## src/rtl/c7bbiu_axi_rd_slv.sv

```systemverilog
// AXI4 read-channel responder fetching doublewords from a synchronous SRAM port.
// Optional random FETCH stalls when C7B_AXI_RD_SLV_STALL_EN is defined.
module c7bbiu_axi_rd_slv #(
  parameter int MEM_AW = 10
) (
  input  logic              clk,
  input  logic              reset,
  input  logic              ar_valid,
  output logic              ar_ready,
  input  logic [3:0]        ar_id,
  input  logic [31:0]       ar_addr,
  input  logic [7:0]        ar_len,
  input  logic [2:0]        ar_size,
  input  logic [1:0]        ar_burst,
  output logic              r_valid,
  input  logic              r_ready,
  output logic [3:0]        r_id,
  output logic [63:0]       r_data,
  output logic [1:0]        r_resp,
  output logic              r_last,
  output logic              mem_rd_en,
  output logic [MEM_AW-1:0] mem_rd_addr,
  input  logic [63:0]       mem_rd_data
);

  typedef enum logic [1:0] {S_IDLE, S_FETCH, S_DATA} state_e;

  state_e            state_q;
  logic              ar_ready_q;
  logic [3:0]        id_q;
  logic [7:0]        len_q;
  logic [7:0]        beat_q;
  logic [28:0]       addr_q;
  logic              slverr_q;
  logic              fixed_q;
  logic              r_valid_q;
  logic [3:0]        r_id_q;
  logic [63:0]       r_data_q;
  logic [1:0]        r_resp_q;
  logic              r_last_q;
  logic              beat_ok_q;
  logic              data_fresh_q;
  logic              mem_rd_en_q;
  logic [MEM_AW-1:0] mem_rd_addr_q;

  logic              ar_fire;
  logic              bad_req_d;
  logic [28:0]       addr_d;
  logic              slverr_d;
  logic              ok_d;
  logic [1:0]        resp_d;
  logic              fetch_hold;
  logic              unused_addr_lsbs;

  assign unused_addr_lsbs = ^ar_addr[2:0];

`ifdef C7B_AXI_RD_SLV_STALL_EN
  logic [7:0] lfsr_q;

  always_ff @(posedge clk) begin
    if (reset) lfsr_q <= 8'hA5;
    else       lfsr_q <= {lfsr_q[6:0], lfsr_q[7] ^ lfsr_q[5] ^ lfsr_q[4] ^ lfsr_q[3]};
  end

  assign fetch_hold = lfsr_q[0];
`else
  assign fetch_hold = 1'b0;
`endif

  // Next-beat address/error: from the AR channel on acceptance, else stepped from the current beat.
  always_comb begin
    ar_fire   = (state_q == S_IDLE) & ar_valid & ar_ready_q;
    bad_req_d = (ar_size != 3'b011) | ar_burst[1];
    addr_d    = ar_fire ? ar_addr[31:3] : (fixed_q ? addr_q : addr_q + 29'd1);
    slverr_d  = ar_fire ? bad_req_d : slverr_q;
    ok_d      = ~slverr_d & ~(|addr_d[28:MEM_AW]);
    resp_d    = slverr_q ? 2'b10 : ((|addr_q[28:MEM_AW]) ? 2'b11 : 2'b00);
  end

  always_ff @(posedge clk) begin
    if (reset) begin
      state_q       <= S_IDLE;
      ar_ready_q    <= 1'b0;
      id_q          <= '0;
      len_q         <= '0;
      beat_q        <= '0;
      addr_q        <= '0;
      slverr_q      <= 1'b0;
      fixed_q       <= 1'b0;
      r_valid_q     <= 1'b0;
      r_id_q        <= '0;
      r_data_q      <= '0;
      r_resp_q      <= '0;
      r_last_q      <= 1'b0;
      beat_ok_q     <= 1'b0;
      data_fresh_q  <= 1'b0;
      mem_rd_en_q   <= 1'b0;
      mem_rd_addr_q <= '0;
    end else begin
      data_fresh_q <= 1'b0;
      case (state_q)
        S_IDLE: begin
          ar_ready_q <= 1'b1;
          if (ar_fire) begin
            ar_ready_q    <= 1'b0;
            id_q          <= ar_id;
            len_q         <= ar_len;
            beat_q        <= '0;
            slverr_q      <= bad_req_d;
            fixed_q       <= (ar_burst == 2'b00);
            addr_q        <= addr_d;
            mem_rd_en_q   <= ok_d;
            mem_rd_addr_q <= addr_d[MEM_AW-1:0];
            state_q       <= S_FETCH;
          end
        end
        S_FETCH: begin
          if (!fetch_hold) begin
            mem_rd_en_q  <= 1'b0;
            r_valid_q    <= 1'b1;
            r_id_q       <= id_q;
            r_resp_q     <= resp_d;
            r_last_q     <= (beat_q == len_q);
            beat_ok_q    <= (resp_d == 2'b00);
            data_fresh_q <= 1'b1;
            r_data_q     <= '0;
            state_q      <= S_DATA;
          end
        end
        S_DATA: begin
          // SRAM data is only present in the first DATA cycle; capture it for the rest of the beat.
          if (data_fresh_q) r_data_q <= beat_ok_q ? mem_rd_data : 64'h0;
          if (r_ready) begin
            r_valid_q <= 1'b0;
            r_last_q  <= 1'b0;
            if (beat_q == len_q) begin
              ar_ready_q <= 1'b1;
              state_q    <= S_IDLE;
            end else begin
              beat_q        <= beat_q + 8'd1;
              addr_q        <= addr_d;
              mem_rd_en_q   <= ok_d;
              mem_rd_addr_q <= addr_d[MEM_AW-1:0];
              state_q       <= S_FETCH;
            end
          end
        end
        default: state_q <= S_IDLE;
      endcase
    end
  end

  assign ar_ready    = ar_ready_q;
  assign r_valid     = r_valid_q;
  assign r_id        = r_id_q;
  assign r_data      = (data_fresh_q & beat_ok_q) ? mem_rd_data : r_data_q;
  assign r_resp      = r_resp_q;
  assign r_last      = r_last_q;
  assign mem_rd_en   = mem_rd_en_q;
  assign mem_rd_addr = mem_rd_addr_q;

endmodule
```

## config.mk

```make
export PLATFORM = sky130hd
export DESIGN_NAME = c7bbiu_axi_rd_slv
export DESIGN_NICKNAME = d
export VERILOG_FILES = /design/src/rtl/c7bbiu_axi_rd_slv.sv
export SDC_FILE = /design/constraint.sdc
export NUM_CORES = 1
export LEC_CHECK = 0
export ABC_AREA = 0
export CORE_ASPECT_RATIO = 1.75
export CORE_UTILIZATION = 48
export CTS_CLUSTER_DIAMETER = 100
export DETAILED_ROUTE_END_ITERATION = 6
export MAX_ROUTING_LAYER = met4
export PLACE_DENSITY = 0.83
export SETUP_SLACK_MARGIN = 0.5
export SKIP_LAST_GASP = 1
export SLEW_MARGIN = 20
export SYNTH_ARGS = -nofsm -noshare
export SYNTH_HDL_FRONTEND = slang
export SYNTH_SLANG_ARGS = --single-unit
```

## constraint.sdc

```tcl
create_clock -name clk -period 2.65 [get_ports clk]
set_input_delay 0.3975 -clock clk [delete_from_list [all_inputs] [get_ports clk]]
set_output_delay 0.3975 -clock clk [all_outputs]
set_load 0.005 [all_outputs]
```

==> run summary, run 1 <==
Notes on the physical design

Summed over all layers, the global routing overflow is 0. The reported leakage power is 0.00415 uW. The number of cells on the worst hold path is listed as 2. TritonCTS built the clock tree. The clock H-tree reported by CTS has 4 levels. The family of cells with the greatest summed delay on the critical path is simple AND/OR/NAND/NOR gates. The clock period minus final worst setup slack is 2.27 ns.

Of the total power, the share spent switching nets is 25.1%. In the finished design the tool counted flip-flops and latches totalling 129. The number of fillers in the final layout is 950. The register with the highest flop count is r_data_q. In the final layout, the multi-input gates occupy 4090 um2.

The pin count of the biggest net entering global routing is 65. The critical path arrival is 2.60 ns. The post-CTS repair timing setup buffer count is 19. According to the Yosys statistics, the synthesized design has a chip area of 6700 um2. The number of iterations in the first detailed-routing pass is 5.

Nets still carrying antenna violations after routing amount to 0. The setup slack on the worst flop-to-flop path is 0.38 ns. The area of the core is 13500 um2.

The worst path required time is 2.98 ns. Along the critical path, the tally of buffer and inverter instances is 0. The run finished with clean final reports. The top cell types in the final layout, fill and taps aside, are sky130_fd_sc_hd__nand2_1, sky130_fd_sc_hd__clkdlybuf4s50_1, sky130_fd_sc_hd__a21oi_1, sky130_fd_sc_hd__dfxtp_1, sky130_fd_sc_hd__nand3_1. The main flop type after synthesis is sky130_fd_sc_hd__dfxtp_1. The clock power share is 47.1%. The met2 layer wire length in the routed design is 12800 um. The clock latency of the later-clocked register in the worst-skew pair is 0.41 ns. For this run, the number of standard cells in the final layout without fillers is 1241. Sorting the synthesis cell report by count puts at the top sky130_fd_sc_hd__nand2_1.

The cell total in the yosys stat output is 835. The root buffer cell chosen for the clock tree is sky130_fd_sc_hd__clkbuf_16. Buffers inserted during clock tree synthesis total 17.

Setup violations remaining at the end of the flow were counted as 0. The post-layout utilization of the core is 75.3%. The post-synthesis cell count is 835. The measured slew at the worst slew-check pin is 0.696 ns. The average routed wire per standard cell is 18.9 um.
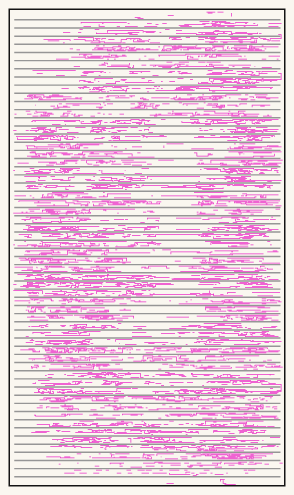
**Above:** run 1 (met1 routing).
Scale: 3 px per um. Supply wires on this layer in grey.
main direction = horizontal
nets with wire on the layer = 1065
share of all routed wire = 35%

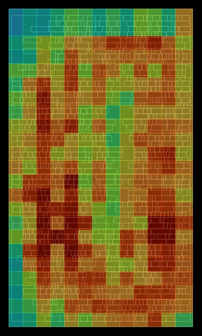
**Above:** run 1 (track usage over the die).
met3 usage: 4.73%
GRT Resource Usage Total: 31.6%

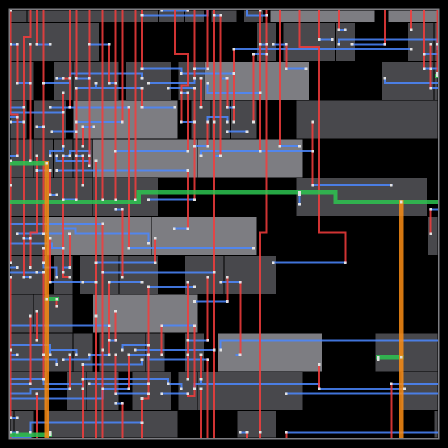
**Above:** run 1 (a small window of the routed layout).
Region (31, 96) to (61, 126) um. Cells in grey, sequential cells in the stronger grey; small squares are vias.
blue -> metal 1
orange -> metal 4
green -> metal 3
red -> metal 2
netlist names of flops here include = `beat_q` (3), `r_id` (2)
sequential cells in the window = 8
most frequent = nand2_1 (8), dfxtp_1 (8), nor2_1 (7)
cells with their middle in the window = 56

--- run 2 (diff from run 1) ---
--- a/config.mk
+++ b/config.mk
@@ -14,7 +14,6 @@
 export PLACE_DENSITY = 0.83
 export SETUP_SLACK_MARGIN = 0.5
 export SKIP_LAST_GASP = 1
-export SLEW_MARGIN = 20
 export SYNTH_ARGS = -nofsm -noshare
 export SYNTH_HDL_FRONTEND = slang
 export SYNTH_SLANG_ARGS = --single-unit
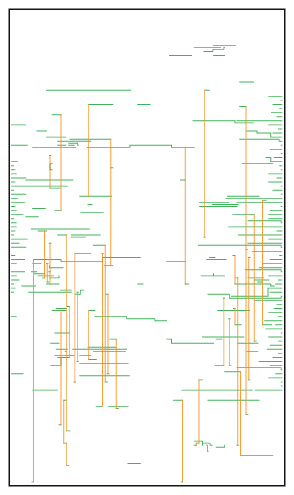
**Above:** run 2 (metal layers overlaid).
Scale: 3 px per um. Only two layers are drawn.
green -> metal 3  # wire length 1350 um
orange -> metal 4  # wire length 1100 um

==> run 2 against run 1 <==
Net effect: first-iteration DRC count stayed put; critical path type unchanged; largest cell class unchanged; critical endpoint unchanged; synthesized cell count stayed put; cell area stayed put.
==> run summary, run 2 <==
Notes on the physical design

The run finished with clean final reports. The final tally of setup violations is 0. The chip area line in the Yosys stat output reads 6700 um2. Looking at the worst setup and hold paths, the clock pins of their registers show a slew of 0.06 ns. The layout sequential cell count is 129. The area taken by multi-input combinational cells is reported as 4090 um2. The most numerous cell in the Yosys netlist is sky130_fd_sc_hd__nand2_1. The synthesized netlist handed to floorplanning was reported with a cell count of 835. The mean instance size in the synthesized netlist is 8.03 um2. The remaining max-slew budget at the tightest pin is 53.6%. The worst-case reg-to-reg setup slack stands at 0.38 ns. The core region is 13500 um2. Setup repair after global routing could not meet its margin everywhere. The cell total in the yosys stat output is 835. STA lists the endpoint of the worst register-to-register path as mem_rd_en. Together, buffers and inverters on the worst path number 0. TritonCTS built the clock tree.

At the end of the flow, the number of nets in the layout was 1173. The met2 layer wire length in the routed design is 12800 um. For the pin with the worst max-slew slack, the measured transition is 0.696 ns.

The family of cells with the greatest summed delay on the critical path is simple AND/OR/NAND/NOR gates. The finished layout holds 1241 standard cells, fillers aside. The main flop type after synthesis is sky130_fd_sc_hd__dfxtp_1.

In this run the post-CTS setup repair buffer count came out at 19. The startpoint of the tightest hold check path is id_q[0]. The post-layout utilization of the core is 75.3%.

The power report shows net switching accounting for 25.1% of the total. The average routed wire per standard cell is 18.9 um. The cell sitting at the root of the clock tree is a sky130_fd_sc_hd__clkbuf_16.

The H-tree was split into 4 levels. CTS added clock buffers totalling 17. For this run the aggregate overflow at the end of global routing stands at 0. The clock latency of the later-clocked register in the worst-skew pair is 0.41 ns. The number of cells traversed by the worst hold path is 2. The leakage power in the latest report is 0.00415 uW. The register with the highest flop count is r_data_q.

The first detailed-routing pass ran for 5 iterations. Entering global routing, the biggest net connects 65 pins. The worst path required time is 2.98 ns. Ranking logic cells in the layout by count gives the top entries sky130_fd_sc_hd__nand2_1, sky130_fd_sc_hd__clkdlybuf4s50_1, sky130_fd_sc_hd__a21oi_1, sky130_fd_sc_hd__dfxtp_1, sky130_fd_sc_hd__nand3_1. The OpenROAD report gives the critical path a data arrival time of 2.60 ns. Per the post-route antenna check, the number of violating nets is 0. The global routing usage on met3 is 4.73%.
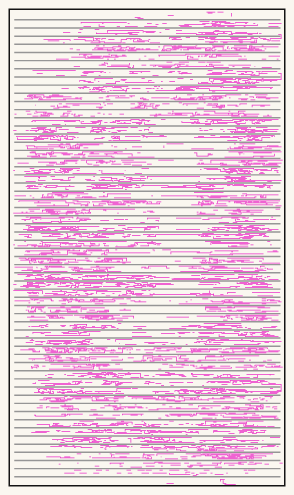
**Above:** run 2 (met1 routing).
Scale: 3 px per um. Supply wires on this layer in grey.
wire length on this layer = 8170 um
longest straight run = 31.3 um
share of all routed wire = 35%
nets with wire on the layer = 1065
main direction = horizontal

--- run 3 (diff from run 2) ---
--- a/config.mk
+++ b/config.mk
@@ -7,12 +7,13 @@
 export LEC_CHECK = 0
 export ABC_AREA = 0
 export CORE_ASPECT_RATIO = 1.75
-export CORE_UTILIZATION = 48
+export CORE_UTILIZATION = 60
 export CTS_CLUSTER_DIAMETER = 100
 export DETAILED_ROUTE_END_ITERATION = 6
+export DONT_BUFFER_PORTS = 1
 export MAX_ROUTING_LAYER = met4
-export PLACE_DENSITY = 0.83
-export SETUP_SLACK_MARGIN = 0.5
+export PLACE_DENSITY = 0.78
+export SETUP_SLACK_MARGIN = 0.02
 export SKIP_LAST_GASP = 1
 export SYNTH_ARGS = -nofsm -noshare
 export SYNTH_HDL_FRONTEND = slang
==> constraint.sdc (replaced) <==
create_clock -name clk -period 2.6 [get_ports clk]
set_input_delay 0.39 -clock clk [delete_from_list [all_inputs] [get_ports clk]]
set_output_delay 0.39 -clock clk [all_outputs]
set_load 0.005 [all_outputs]
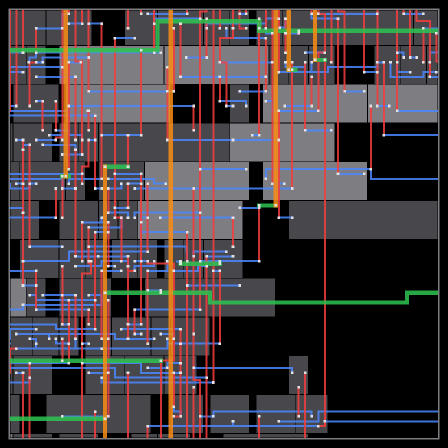
**Above:** run 3 (a small window of the routed layout).
Region (26, 84) to (56, 114) um. Cells in grey, sequential cells in the stronger grey; small squares are vias.
green -> metal 3
red -> metal 2
blue -> metal 1
orange -> metal 4
most frequent = nand2_1 (11), dfxtp_1 (9), buf_4 (8)
sequential cells in the window = 9
cells with their middle in the window = 64
netlist names of flops here include = `beat_q` (2), `len_q` (2)

==> run 3 against run 2 <==
Net effect: cell area is 26% lower; sequential power hardly changed; final cell count is 22% lower; worst hold slack worse by 0.40 ns; worst setup slack worse by 0.29 ns; die area is 20% lower; clock skew is 0.0020 ns lower; sequential share of layout area is 8.5 points higher; flip-flop count stayed put; synthesized cell count stayed put; global-route usage is 0.13 points lower; critical endpoint unchanged.
==> run summary, run 3 <==
Notes on the physical design

More flip-flops sit in one register than any other, and that register is r_data_q. The flow ran to the end, and the final reports show no timing, DRC or antenna violations. The multi-input combinational cells in the finished layout cover a total of 3810 um2. The measured slew at the worst slew-check pin is 0.677 ns. The overall global routing resource usage is 31.5%.

The worst path required time is 2.92 ns. The number of cells traversed by the worst hold path is 1. Detailed routing placed a total of 9240 um of wire on met2. On the critical path the largest part of the delay comes from simple AND/OR/NAND/NOR gates. The cell at the root of the clock tree is sky130_fd_sc_hd__clkbuf_16.

The clock-pin slew on the worst setup and hold paths is 0.06 ns. The area of the core is 10800 um2. Across all checked pins, the minimum headroom to the slew limit is 54.4%. The cell total in the yosys stat output is 835.

Before antenna repair, the detailed router went through 5 iterations. In the final report, the number of endpoints failing setup comes to 0. The H-tree was split into 4 levels. The reported leakage power is 0.00273 uW. The clock network burns 47.8% of the power. The average routed wire per standard cell is 18.6 um. As reported, the later end of the worst-skew pair has a clock insertion delay of 0.41 ns.
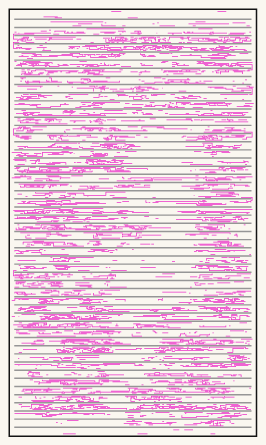
**Above:** run 3 (met1 routing).
Scale: 3 px per um. Supply wires on this layer in grey.
nets with wire on the layer = 842
longest straight run = 24.4 um
main direction = horizontal


==> gallery <==
Selected gate families.
Scale: 4 px per um.
picture 1
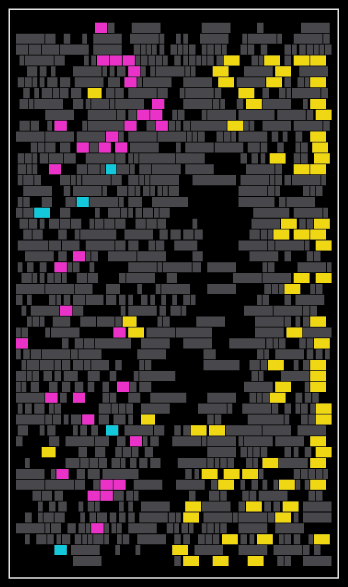
picture 2
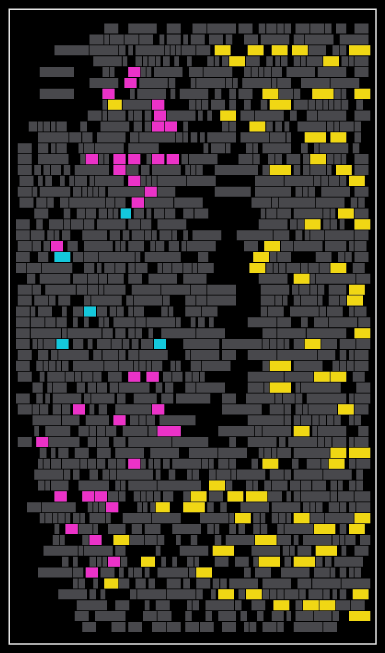
Of these, largest die: picture 2
Of these, most cells: picture 2
- picture 1 = run 3
- picture 2 = run 2

Key to picture 1:
magenta -> XOR/XNOR gates  # cells 33
cyan -> AND-OR and OR-AND gates  # cells 5
yellow -> multiplexers  # cells 69

Power figures rest on the tool's default switching activity, not on a simulated workload.
